[src/rtl/flight_game_ctrl.sv]
// Per-frame scheduler for the plane game: steps plane, mountain and lava positions once per
// frame tick, sequences erase/draw requests to the draw engine, and tracks play state and score.
module flight_game_ctrl #(
   parameter logic [9:0] PLANE_Y0    = 10'd120,
   parameter logic [9:0] PLANE_STEP  = 10'd4,
   parameter logic [9:0] Y_MIN       = 10'd8,
   parameter logic [9:0] Y_MAX       = 10'd232,
   parameter logic [9:0] SCROLL_STEP = 10'd2,
   parameter logic [9:0] X_WRAP      = 10'd320,
   parameter logic [9:0] M1_X0       = 10'd320,
   parameter logic [9:0] M2_X0       = 10'd480,
   parameter logic [9:0] LAVA_X0     = 10'd400
) (
   input  logic        clk,
   input  logic        resetn,
   input  logic        frame_tick,
   input  logic        start,
   input  logic        up,
   input  logic        down,
   input  logic        crash,
   input  logic        draw_ack,
   output logic [9:0]  plane_y,
   output logic [9:0]  mountain1_x,
   output logic [9:0]  mountain2_x,
   output logic [9:0]  lava_x,
   output logic        draw_req,
   output logic        draw_erase,
   output logic        playing,
   output logic        game_over,
   output logic [15:0] score
);

   typedef enum logic [2:0] {
      S_IDLE,
      S_WAIT_FRAME,
      S_ERASE,
      S_UPDATE,
      S_CHECK,
      S_DRAW,
      S_OVER
   } state_t;

   state_t      state_q, state_d;
   logic [9:0]  plane_y_q, plane_y_d;
   logic [9:0]  m1_q, m1_d;
   logic [9:0]  m2_q, m2_d;
   logic [9:0]  lava_q, lava_d;
   logic [15:0] score_q, score_d;
   logic        crash_q, crash_d;
   logic        m1_wrap, m2_wrap;

   function automatic logic [9:0] scroll_x(input logic [9:0] x);
      return (x <= SCROLL_STEP) ? X_WRAP : x - SCROLL_STEP;
   endfunction

   function automatic logic [15:0] sat_add(input logic [15:0] s, input logic [1:0] inc);
      logic [16:0] sum;
      sum = {1'b0, s} + {15'd0, inc};
      return sum[16] ? 16'hFFFF : sum[15:0];
   endfunction

   assign m1_wrap = (m1_q <= SCROLL_STEP);
   assign m2_wrap = (m2_q <= SCROLL_STEP);

   always_comb begin
      state_d   = state_q;
      plane_y_d = plane_y_q;
      m1_d      = m1_q;
      m2_d      = m2_q;
      lava_d    = lava_q;
      score_d   = score_q;
      crash_d   = crash_q;
      case (state_q)
         S_IDLE: begin
            if (start) state_d = S_WAIT_FRAME;
         end
         S_WAIT_FRAME: begin
            if (frame_tick) state_d = S_ERASE;
         end
         S_ERASE: begin
            if (draw_ack) state_d = S_UPDATE;
         end
         S_UPDATE: begin
            if (up && !down)
               plane_y_d = (plane_y_q < Y_MIN + PLANE_STEP) ? Y_MIN : plane_y_q - PLANE_STEP;
            else if (down && !up)
               plane_y_d = (plane_y_q > Y_MAX - PLANE_STEP) ? Y_MAX : plane_y_q + PLANE_STEP;
            m1_d    = scroll_x(m1_q);
            m2_d    = scroll_x(m2_q);
            lava_d  = scroll_x(lava_q);
            // only mountain wraps are worth points; lava just recycles
            score_d = sat_add(score_q, {1'b0, m1_wrap} + {1'b0, m2_wrap});
            state_d = S_CHECK;
         end
         S_CHECK: begin
            // positions have been stable for a full cycle, so the checker output is valid
            crash_d = crash;
            state_d = S_DRAW;
         end
         S_DRAW: begin
            if (draw_ack) state_d = crash_q ? S_OVER : S_WAIT_FRAME;
         end
         S_OVER: begin
            if (start) begin
               plane_y_d = PLANE_Y0;
               m1_d      = M1_X0;
               m2_d      = M2_X0;
               lava_d    = LAVA_X0;
               score_d   = 16'd0;
               crash_d   = 1'b0;
               state_d   = S_WAIT_FRAME;
            end
         end
         default: state_d = S_IDLE;
      endcase
   end

   always_ff @(posedge clk or negedge resetn) begin
      if (!resetn) begin
         state_q   <= S_IDLE;
         plane_y_q <= PLANE_Y0;
         m1_q      <= M1_X0;
         m2_q      <= M2_X0;
         lava_q    <= LAVA_X0;
         score_q   <= 16'd0;
         crash_q   <= 1'b0;
      end else begin
         state_q   <= state_d;
         plane_y_q <= plane_y_d;
         m1_q      <= m1_d;
         m2_q      <= m2_d;
         lava_q    <= lava_d;
         score_q   <= score_d;
         crash_q   <= crash_d;
      end
   end

   // Decoded straight from the state register so reset drops a pending request at once.
   assign draw_req    = (state_q == S_ERASE) || (state_q == S_DRAW);
   assign draw_erase  = (state_q == S_ERASE);
   assign playing     = (state_q == S_WAIT_FRAME) || (state_q == S_ERASE) ||
                        (state_q == S_UPDATE) || (state_q == S_CHECK) || (state_q == S_DRAW);
   assign game_over   = (state_q == S_OVER);
   assign plane_y     = plane_y_q;
   assign mountain1_x = m1_q;
   assign mountain2_x = m2_q;
   assign lava_x      = lava_q;
   assign score       = score_q;

endmodule

[config.mk]
export PLATFORM = sky130hd
export DESIGN_NAME = flight_game_ctrl
export DESIGN_NICKNAME = d
export VERILOG_FILES = /design/src/rtl/flight_game_ctrl.sv
export SDC_FILE = /design/constraint.sdc
export NUM_CORES = 1
export LEC_CHECK = 0
export ABC_AREA = 1
export CAP_MARGIN = 5
export CORE_UTILIZATION = 35
export CTS_CLUSTER_SIZE = 28
export DETAILED_ROUTE_END_ITERATION = 10
export DONT_BUFFER_PORTS = 1
export HOLD_SLACK_MARGIN = 0.15
export PLACE_DENSITY = 0.51
export SYNTH_ARGS = -nofsm -noshare
export SYNTH_HDL_FRONTEND = slang
export SYNTH_SLANG_ARGS = --single-unit
export TNS_END_PERCENT = 30
[constraint.sdc]
create_clock -name clk -period 7.3 [get_ports clk]
set_input_delay 1.095 -clock clk [delete_from_list [all_inputs] [get_ports clk]]
set_output_delay 1.095 -clock clk [all_outputs]
set_load 0.02 [all_outputs]
Run 1, metal 1:
The bar under the picture is 20 µm long. Supply wires on this layer in gray.
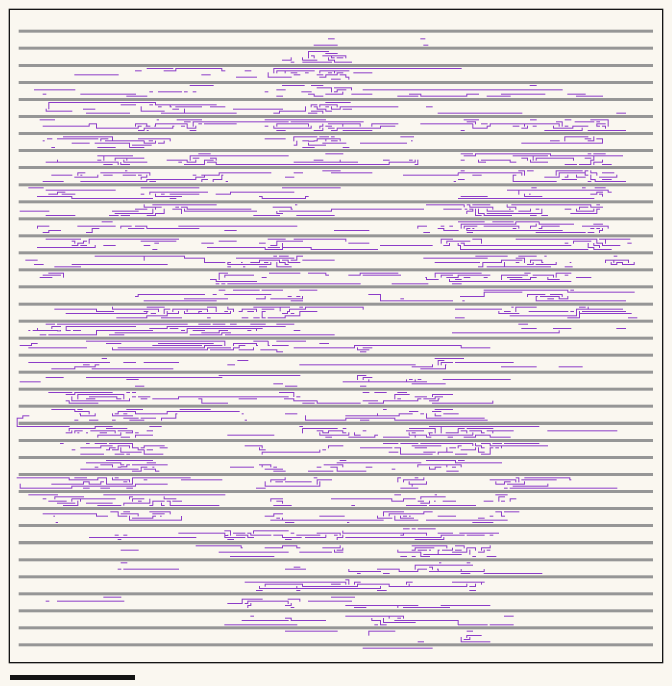
- nets with wire on the layer: 500
- wire length on this layer: 4350 µm
- share of all routed wire: 48%
- longest straight run: 31.7 µm

Run 1, the metal 2 layer:
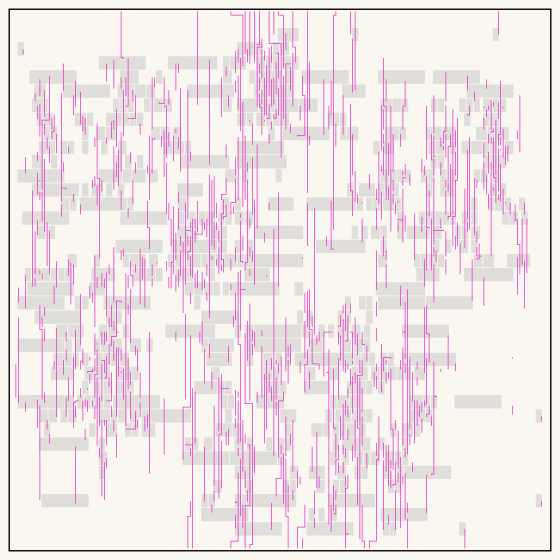
- longest straight run: 43.5 µm
- nets with wire on the layer: 421

==> summary.txt, run 1 <==
fresh numbers from the pnr run: xor+xnor area frac 2.40%, boundary pin count 68, Synth Instances 521, delay of the slowest cell on the worst path 0.50 ns, RSZ-0062 raised after global routing false, post-synthesis cell count from yosys 521, Power Internal 0.695 mW, initial antenna violation count 0, max reg flops 16, largest power group registers, core footprint 9910 µm², placed instance count 646, Max Clk Rate 349 MHz, post-route insts no fill 654, library cell used as clock root buffer sky130_fd_sc_hd__clkbuf_8, result of the run finished, final reports clean, maximum level of the CTS H-tree 2, Post-Place Worst Slack 4.44 ns, final count of negative-setup-slack endpoints 0, count of final hold-check violations 0, length of the first detailed-routing pass in iterations 4, top fanout value on the critical path 7, Comb power frac 38.4%, part of the Yosys area used for sequential elements 38.2%, final critical delay including setup and external delays 2.87 ns, total leakage power 1.94 nW, endpoint of the most critical register-to-register path score[3], Flop pwr share 49.1%, synthesized area per cell 6.99 µm², crit path launch mountain2_x[3], cell depth of the worst setup path 15, clock sink count 55, area share of fa/ha/maj cells after synthesis 3.30%, sequential power 0.709 mW, cell depth of the worst flop-to-flop path 15, Chip Area, Yosys 3640 µm², post-route fraction of the period consumed by the critical path 39.3%, synthesized cell area 3640 µm², final layout net count 537, category of the worst setup path capture point flop, slowest library cell on the worst path sky130_fd_sc_hd__dfrtp_1, proportion of power drawn by the clock network 12.5%, instance area after placement 3740 µm², Reg clk slew, reported paths 0.10 ns, detailed-route DRC error count 0, distinct cell type count of the synthesized netlist 38, vias in the first global route 3243, Max IR drop VDD 0.191 mV, Main logic family simple AND/OR/NAND/NOR gates, number of warnings reported in the yosys synthesis log 0, Total Negative Setup Slacks 0 ns, Final Instance Area 3830 µm², fraction of final layout cells with drive strength greater than 1 8.45%, worst clock skew 0.00529 ns, Synth area leader sky130_fd_sc_hd__dfrtp_1, type of the most critical hold path input port to async pin, wire length per cell after detailed routing 13.9 µm, simple logic cell fraction of the synthesized area 33.1%, Clk Latency, worst-skew pair 0.31 ns, tally of buffers added on design ports 0, setup fix buffers added after clock tree synthesis 0, wire length of the first global-routing pass 15800 µm, pin count of the biggest net entering global routing 56, number of clock buffers inserted by TritonCTS 5, quantity of hold-fixing buffers added after cts 0, DIE WIDTH 104 µm
Run 1, the metal 3 layer:
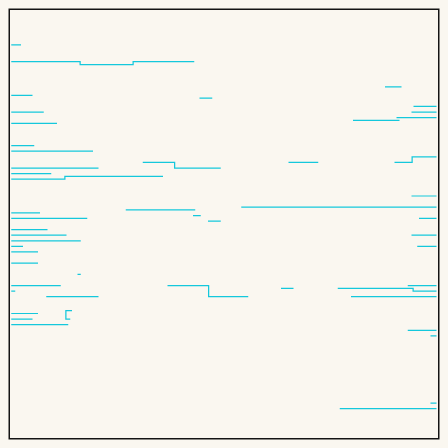
- nets with wire on the layer: 48
- share of all routed wire: 6.3%
- main direction: horizontal
- longest straight run: 47.2 µm
met3 usage: 4.95%
wire length reported by the detailed router: 9090 µm
via count of the routed design: 3269

## run 1: worst register-to-register path: cells and delay by family (launching register included)
family          cells  cell delay, ns
flops               1            0.50
compound gates      2            0.21
buf+inv             4            0.41
simple gates        7            1.16
fa+ha+maj           2            0.52
## run 1: cells in the final DEF (no fill, tap or decap), drive strengths merged
cell,instances
conb,5
xor2,7
a21o,1
o32ai,1
a21oi,13
clkbuf,7
dfrtp,42
a31oi,1
nor2,56
nand3,43
ha,8
dfstp,13
o211ai,2
o22ai,10
fa,1
and3,1
inv,85
nand4,14
nand2,142
nor3,10
clkinv,1
and2,1
nand3b,4
o21ai,47
o21bai,1
xnor2,3
a22oi,2
## run 1: area by class of cell
cell class	instances	area (µm²)
clock inverter	1	5.00
clock buffer	7	86.3
fill	1060	6080
inverter	85	319
tap	133	166
multi-input combinational	373	1860
sequential	55	1390
## run 1: per-layer routing
layer / global-route usage [%] / vias to the layer above / wire length, µm
met2: 29.7 / 64 / 4090
met1: 22.5 / 1532 / 4350
met4: 3.67 / 0 / 74
met5: 0 / - / 0
met3: 4.95 / 8 / 567
li1: - / 1665 / -
## run 1: how the worst min path moves through the flow
stage            start        endpoint  slack [ns]
5_1_grt         resetn  mountain1_x[7]        0.44
2_1_floorplan  crash_q         crash_q        0.49
3_3_place_gp   crash_q         crash_q        0.52
6_report        resetn       score[15]        0.47
4_1_cts         resetn  mountain2_x[2]        0.45
3_5_place_dp   crash_q         crash_q        0.54
## run 1: synthesized netlist by cell type
cell type / count
sky130_fd_sc_hd__nand2_1: 137
sky130_fd_sc_hd__inv_1: 78
sky130_fd_sc_hd__nor2_1: 50
sky130_fd_sc_hd__o21ai_0: 43
sky130_fd_sc_hd__dfrtp_1: 42
sky130_fd_sc_hd__nand3_1: 39
sky130_fd_sc_hd__nand4_1: 14
sky130_fd_sc_hd__dfstp_2: 13
sky130_fd_sc_hd__a21oi_1: 12
sky130_fd_sc_hd__o22ai_1: 10
sky130_fd_sc_hd__nor3_1: 9
sky130_fd_sc_hd__ha_1: 8
sky130_fd_sc_hd__inv_2: 7
sky130_fd_sc_hd__xor2_1: 7
sky130_fd_sc_hd__buf_4: 6
sky130_fd_sc_hd__nor2_2: 5
sky130_fd_sc_hd__nand3_2: 4
sky130_fd_sc_hd__nand3b_1: 4
sky130_fd_sc_hd__o21ai_1: 4
sky130_fd_sc_hd__buf_2: 3
sky130_fd_sc_hd__nand2_2: 3
sky130_fd_sc_hd__xnor2_1: 3
sky130_fd_sc_hd__a22oi_1: 2
sky130_fd_sc_hd__buf_6: 2
sky130_fd_sc_hd__nand2_4: 2
sky130_fd_sc_hd__o211ai_1: 2
sky130_fd_sc_hd__a21o_1: 1
sky130_fd_sc_hd__a21oi_2: 1
sky130_fd_sc_hd__a31oi_1: 1
sky130_fd_sc_hd__and2_1: 1
sky130_fd_sc_hd__and3_1: 1
sky130_fd_sc_hd__clkbuf_2: 1
sky130_fd_sc_hd__conb_1: 1
sky130_fd_sc_hd__fa_1: 1
sky130_fd_sc_hd__nor2_4: 1
sky130_fd_sc_hd__nor3_2: 1
sky130_fd_sc_hd__o21bai_1: 1
sky130_fd_sc_hd__o32ai_1: 1
Run 1, cell classes on the final placement:
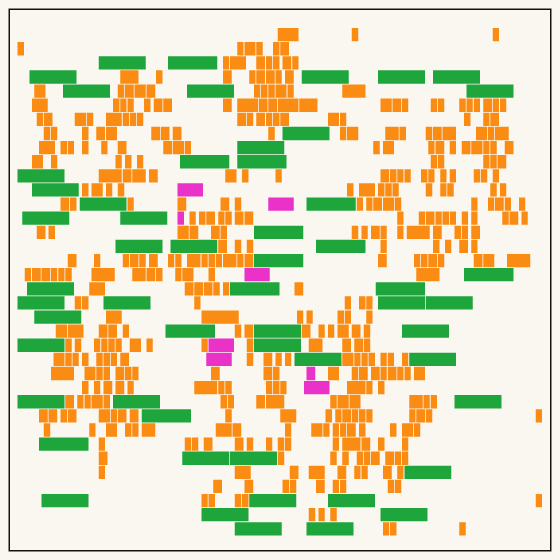

==> run 1 -> run 2 <==
--- a/config.mk
+++ b/config.mk
@@ -12,7 +12,7 @@
 export DETAILED_ROUTE_END_ITERATION = 10
 export DONT_BUFFER_PORTS = 1
 export HOLD_SLACK_MARGIN = 0.15
-export PLACE_DENSITY = 0.51
+export PLACE_DENSITY = 0.53
 export SYNTH_ARGS = -nofsm -noshare
 export SYNTH_HDL_FRONTEND = slang
 export SYNTH_SLANG_ARGS = --single-unit
==> constraint.sdc (replaced) <==
create_clock -name clk -period 2.3 [get_ports clk]
set_input_delay 0.345 -clock clk [delete_from_list [all_inputs] [get_ports clk]]
set_output_delay 0.345 -clock clk [all_outputs]
set_load 0.02 [all_outputs]
Run 2, cell classes on the final placement:
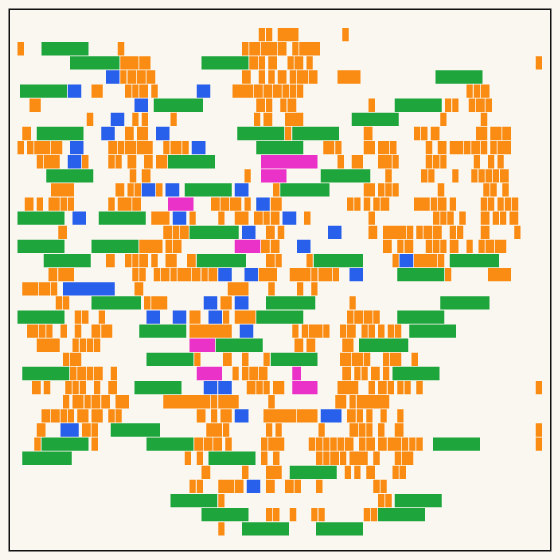
- blue: other buffers and delay cells (cells 37; share of their area 7.4%)
- orange: combinational and other logic (cells 458; share of their area 56%)
- green: flops (cells 55; share of their area 34%)
- magenta: clock drivers and dummy loads (cells 8; share of their area 2.9%)

Run 2, the metal 3 layer:
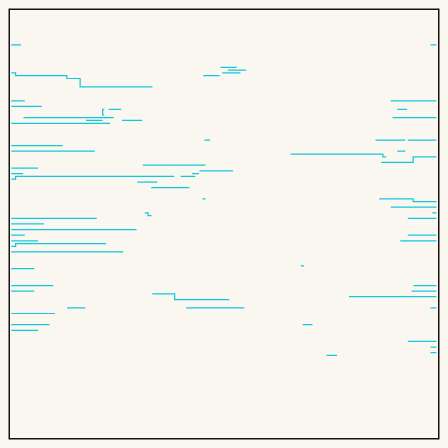
- longest straight run: 38.4 µm
- nets with wire on the layer: 58
- share of all routed wire: 6.6%
- wire length on this layer: 622 µm
wire length reported by the detailed router: 9390 µm
via count of the routed design: 3479

==> summary.txt, run 2 <==
fresh numbers from the pnr run: most numerous logic cells after layout 135 x sky130_fd_sc_hd__nand2_1, 74 x sky130_fd_sc_hd__inv_1, 43 x sky130_fd_sc_hd__nor2_1, 43 x sky130_fd_sc_hd__o21ai_0, 41 x sky130_fd_sc_hd__dfrtp_1, synthesized cell area 3640 µm² (unchanged), detailed-route DRC error count 0 (unchanged), part of the Yosys area used for sequential elements 38.2% (unchanged), boundary pin count 68 (unchanged), number of enable-type register cells in the synthesized netlist 0 (unchanged), post-synthesis async set-or-reset flop share 100% (unchanged), RSZ-0062 raised after global routing true, Clk Latency, worst-skew pair 0.31 ns (about the same), DIE WIDTH 104 µm (unchanged), Reg clk slew, reported paths 0.11 ns (about the same), synthesized area per cell 6.99 µm² (unchanged), initial antenna violation count 0 (unchanged), type of the most critical hold path input port to flop, most used logic cell in the final layout sky130_fd_sc_hd__nand2_1, length of the first detailed-routing pass in iterations 7 (+3), maximum level of the CTS H-tree 2 (unchanged), max reg flops 16 (unchanged), Max Clk Rate 469 MHz (+34%), Synth Instances 521 (unchanged), clock sink count 55 (unchanged), worst clock skew 0.00841 ns (+0.00312 ns), result of the run finished, final reports clean, Final Instance Area 4260 µm² (+11%), pin count of the biggest net entering global routing 56 (unchanged), post-route fraction of the period consumed by the critical path 92.7% (+53 points), instance area after placement 3990 µm² (+6.7%), wire length per cell after detailed routing 13.6 µm (-2.2%), fraction of final layout cells with drive strength greater than 1 17.7% (+9.3 points), library cell used as clock root buffer sky130_fd_sc_hd__clkbuf_8, Max IR drop VDD 0.668 mV (+250%), final count of negative-setup-slack endpoints 0 (unchanged), Post-synth top cells 137 x sky130_fd_sc_hd__nand2_1, 78 x sky130_fd_sc_hd__inv_1, 50 x sky130_fd_sc_hd__nor2_1, tally of buffers added on design ports 0 (unchanged), vias in the first global route 3379 (+4.2%), post-synthesis cell count from yosys 521 (unchanged), Dominant flop cell sky130_fd_sc_hd__dfrtp_1, number of warnings reported in the yosys synthesis log 0 (unchanged), Chip Area, Yosys 3640 µm² (unchanged), total leakage power 2.15 nW (+11%), Synth area leader sky130_fd_sc_hd__dfrtp_1, wire length of the first global-routing pass 15800 µm (+0.48%), final layout net count 574 (+6.9%), number of clock buffers inserted by TritonCTS 5 (unchanged), category of the worst setup path capture point flop
run 2: cell count changes in the layout (fill, tap and decap cells not counted), sizes merged:
cell	change
clkbuf	-1
buf	+36
bufinv	+1
dlygate4sd3	+1
run 2: worst max-delay path, cell delays in order, from the launching register on:
cell and delay (ns):
sky130_fd_sc_hd__dfstp_2 0.40, sky130_fd_sc_hd__nor2_4 0.11, sky130_fd_sc_hd__nand3_2 0.10, sky130_fd_sc_hd__nor2_4 0.12, sky130_fd_sc_hd__inv_2 0.04, sky130_fd_sc_hd__fa_2 0.35, sky130_fd_sc_hd__inv_2 0.08, sky130_fd_sc_hd__ha_4 0.14
sky130_fd_sc_hd__nand2_4 0.06, sky130_fd_sc_hd__inv_4 0.08, sky130_fd_sc_hd__nand3_4 0.10, sky130_fd_sc_hd__inv_2 0.09, sky130_fd_sc_hd__nand2_1 0.09, sky130_fd_sc_hd__nor2_4 0.14, sky130_fd_sc_hd__o21ai_0 0.08, sky130_fd_sc_hd__o21ai_0 0.08
run 2: kinds of logic (layout without fill, tap and decap cells):
kind of cell | count (synthesis) | in the layout | synth area share (%)
simple gates | 271 | 271 | 33.1
flops | 55 | 55 | 38.2
xor+xnor | 10 | 10 | 2.40
buf+inv | 97 | 130 | 11.2
fa+ha+maj | 9 | 9 | 3.30
compound gates | 78 | 78 | 11.7
other cells | 1 | 5 | 0.103
run 2: worst paths after layout:
check / endpoint / cells past startpoint / from
worst max-delay path: score[3] / 15 / mountain2_x[7]
worst min-delay path: crash_q / 2 / crash
worst max register to register: score[3] / 15 / mountain2_x[7]
worst min register to register: crash_q / 2 / crash_q
max in group asynchronous: lava_x[8] / 2 / resetn
min in group asynchronous: mountain1_x[9] / 2 / resetn
run 2: cell type report:
type	instances	area (µm²)
Clock buffer	6	82.6
Clock inverter	2	35.0
Fill cell	1033	5650
Inverter	85	322
Multi-Input combinational cell	373	1950
Sequential cell	55	1390
Tap cell	133	166
Timing Repair Buffer	37	304
run 2: power breakdown:
part	switching, mW	internal (mW)
registers	0.641	1.37
logic	1.53	0.857
clock network	0.339	0.353
total	2.51	2.58
run 2: layer usage:
layer	vias to the layer above	track usage, %	wire length [µm]
met5	-	0	0
met4	0	4.08	87
met3	10	4.95	622
met2	99	30.1	4360
met1	1636	22.1	4320
li1	1734	-	-
run 2: metrics by stage:
step	setup slack, ns	instances	TNS [ns]	utilization, %	hold WS, ns
2_1_floorplan	0.000548	525	0	-	0.0494
3_3_place_gp	-0.0202	677	-0.0745	40.2	0.0517
3_5_place_dp	-0.0660	677	-0.360	40.2	0.0515
4_1_cts	0.0118	687	0	42.1	0.169
5_1_grt	-0.0180	691	-0.0223	42.9	0.170
6_report	0.168	691	0	42.9	0.173
run 2: repair_timing:
action                                  in CTS  in global routing
hold buffers                                 2                  0
resized                                      5                 18
setup buffers                                0                  4
endpoints found under the setup margin      15                 16
endpoints found under the hold margin       55                  0
pin swaps                                    0                  8
Run 2, the metal 2 layer:
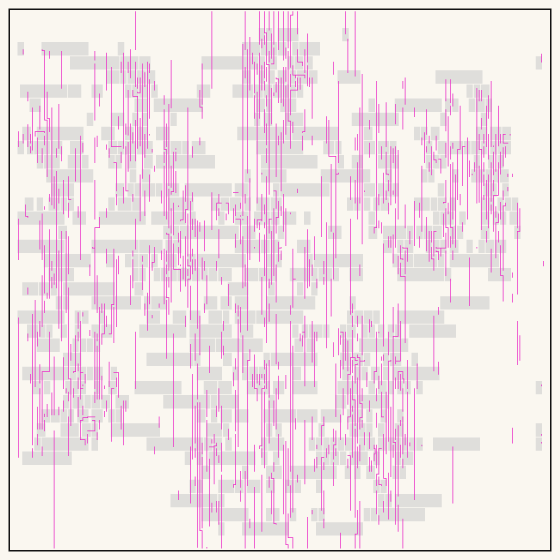

==> run 2 -> run 3 <==
--- a/config.mk
+++ b/config.mk
@@ -12,7 +12,7 @@
 export DETAILED_ROUTE_END_ITERATION = 10
 export DONT_BUFFER_PORTS = 1
 export HOLD_SLACK_MARGIN = 0.15
-export PLACE_DENSITY = 0.53
+export PLACE_DENSITY = 0.51
 export SYNTH_ARGS = -nofsm -noshare
 export SYNTH_HDL_FRONTEND = slang
 export SYNTH_SLANG_ARGS = --single-unit
==> constraint.sdc (replaced) <==
create_clock -name clk -period 2.6 [get_ports clk]
set_input_delay 0.52 -clock clk [delete_from_list [all_inputs] [get_ports clk]]
set_output_delay 0.52 -clock clk [all_outputs]
set_load 0.02 [all_outputs]
Run 3, the metal 2 layer:
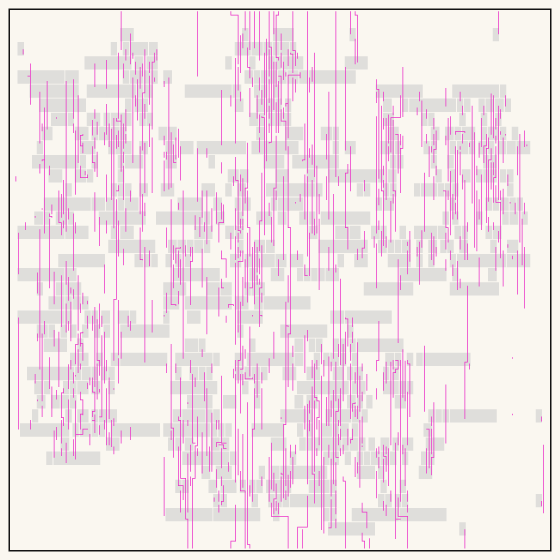
- wire length on this layer: 4180 µm
- nets with wire on the layer: 428
- share of all routed wire: 46%

==> summary.txt, run 3 <==
fresh numbers from the pnr run: number of warnings reported in the yosys synthesis log 0 (unchanged), Filler Cell Count 1054 (+2.0%), DIE WIDTH 104 µm (unchanged), Power Internal 2.09 mW (-19%), crit path launch mountain2_x[2], vias in the first global route 3214 (-4.9%), detailed-route DRC error count 0 (unchanged), placed instance count 668 (-1.3%), setup fix buffers added after clock tree synthesis 0 (unchanged), initial antenna violation count 0 (unchanged), library cell used as clock root buffer sky130_fd_sc_hd__clkbuf_8, number of enable-type register cells in the synthesized netlist 0 (unchanged), RSZ-0062 raised after global routing false, pin count of the biggest net entering global routing 56 (unchanged), worst clock skew 0.00992 ns (+0.00151 ns), tally of buffers added on design ports 0 (unchanged), final count of negative-setup-slack endpoints 0 (unchanged), part of the Yosys area used for sequential elements 38.2% (unchanged), fraction of power spent switching nets 50.8% (+1.4 points), Post-synth top cells 137 x sky130_fd_sc_hd__nand2_1, 78 x sky130_fd_sc_hd__inv_1, 50 x sky130_fd_sc_hd__nor2_1, length of the first detailed-routing pass in iterations 4 (-3), type of the most critical hold path input port to flop, Synth Instances 521 (unchanged), synthesized cell area 3640 µm² (unchanged), post-route fraction of the period consumed by the critical path 90.3% (-2.4 points), proportion of power drawn by the clock network 11.4% (-2.2 points), Flop pwr share 41.8% (+2.4 points), Chip Area, Yosys 3640 µm² (unchanged), Reg clk slew, reported paths 0.11 ns (about the same), post-route insts no fill 678 (-1.9%), Comb power frac 46.8% (-0.2 points), Synth area leader sky130_fd_sc_hd__dfrtp_1, max reg flops 16 (unchanged), Max IR drop VDD 0.525 mV (-21%), clock sink count 55 (unchanged), category of the worst setup path capture point flop, final layout net count 561 (-2.3%), wire length of the first global-routing pass 15400 µm (-2.5%), end of the critical path score[3], number of clock buffers inserted by TritonCTS 5 (unchanged), synthesized area per cell 6.99 µm² (unchanged), endpoint of the most critical register-to-register path score[3], wire length reported by the detailed router 9080 µm (-3.4%), result of the run finished, final reports clean, most numerous logic cells after layout 137 x sky130_fd_sc_hd__nand2_1, 77 x sky130_fd_sc_hd__inv_1, 46 x sky130_fd_sc_hd__nor2_1, 43 x sky130_fd_sc_hd__o21ai_0, 42 x sky130_fd_sc_hd__dfrtp_1, post-synthesis async set-or-reset flop share 100% (unchanged), Dominant flop cell sky130_fd_sc_hd__dfrtp_1, origin of the critical flop-to-flop path mountain2_x[2], maximum level of the CTS H-tree 2 (unchanged)
Run 3, track usage over the die:
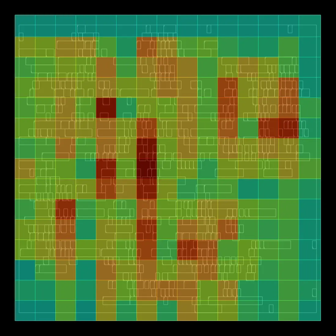
wire length per cell after detailed routing: 13.4 µm
GR Util met2: 28.8%
fin util: 41.0%

## run 3: cell counts after synthesis
Identical to the previous run, type by type.
## run 3: layout make-up
type	count	area, µm²	area share [%]
clock inverters	3	20.0	0.493
flip-flops and latches	55	1390	34.3
repair buffers	24	203	4.99
well taps	133	166	4.10
clock buffers	5	68.8	1.69
inverters	85	319	7.86
multi-input cells	373	1890	46.6
## run 3: what timing repair did
action / CTS / global route
setup endpoints to repair: 0 / 13
hold endpoints to repair: 55 / 0
hold buffers: 2 / 0
resized: 0 / 9
## run 3: routing by layer
metal	wire length, µm	up-vias	global-route usage (%)
met5	0	-	0
met4	96	0	4.39
met3	590	8	5.39
met2	4180	62	28.8
met1	4210	1531	21.9
li1	-	1712	-
## run 3: worst min-delay path by stage
stage | from | end | slack, ns
2_1_floorplan | resetn | crash_q | 0.22
3_3_place_gp | resetn | score[10] | 0.23
3_5_place_dp | resetn | score[10] | 0.23
4_1_cts | crash | crash_q | 0.35
5_1_grt | crash | crash_q | 0.35
6_report | crash | crash_q | 0.35
## run 3: cells by family after synthesis
logic type	after synthesis	synth area share, %
fa+ha+maj	9	3.30
flops	55	38.2
compound gates	78	11.7
other cells	1	0.103
buf+inv	97	11.2
xor+xnor	10	2.40
simple gates	271	33.1
## run 3: critical path: stages (launching register included)
cell	delay [ns]
sky130_fd_sc_hd__dfrtp_1	0.41
sky130_fd_sc_hd__nor2_2	0.15
sky130_fd_sc_hd__nand2_1	0.08
sky130_fd_sc_hd__nor2_2	0.13
sky130_fd_sc_hd__inv_1	0.06
sky130_fd_sc_hd__fa_1	0.35
sky130_fd_sc_hd__inv_1	0.08
sky130_fd_sc_hd__ha_1	0.16
sky130_fd_sc_hd__nand2_1	0.08
sky130_fd_sc_hd__inv_2	0.10
sky130_fd_sc_hd__nand3_4	0.10
sky130_fd_sc_hd__inv_2	0.11
sky130_fd_sc_hd__nand2_1	0.10
sky130_fd_sc_hd__nor2_4	0.18
sky130_fd_sc_hd__o21ai_0	0.09
sky130_fd_sc_hd__o21ai_0	0.10
## run 3: metrics by stage
stage | cell area, µm² | setup slack (ns) | utilization, % | hold WS, ns
2_1_floorplan | 3660 | 0.163 | - | 0.224
3_3_place_gp | 3900 | 0.192 | 39.4 | 0.227
3_5_place_dp | 3900 | 0.142 | 39.4 | 0.227
4_1_cts | 4030 | 0.110 | 40.7 | 0.346
5_1_grt | 4060 | 0.00228 | 41.0 | 0.355
6_report | 4060 | 0.253 | 41.0 | 0.349
## run 3: power groups by stage
| stage | clock network, mW | registers [mW] | logic [mW] |
|---|---|---|---|
| floorplan | 0 | 1.85 | 1.33 |
| global placement | 0 | 1.78 | 1.95 |
| detailed placement | 0 | 1.79 | 1.97 |
| CTS | 0.511 | 1.77 | 2.00 |
| global route | 0.539 | 1.84 | 2.28 |
| finish | 0.483 | 1.77 | 1.98 |
No activity file was given, so power comes from the tool's default toggle rates.
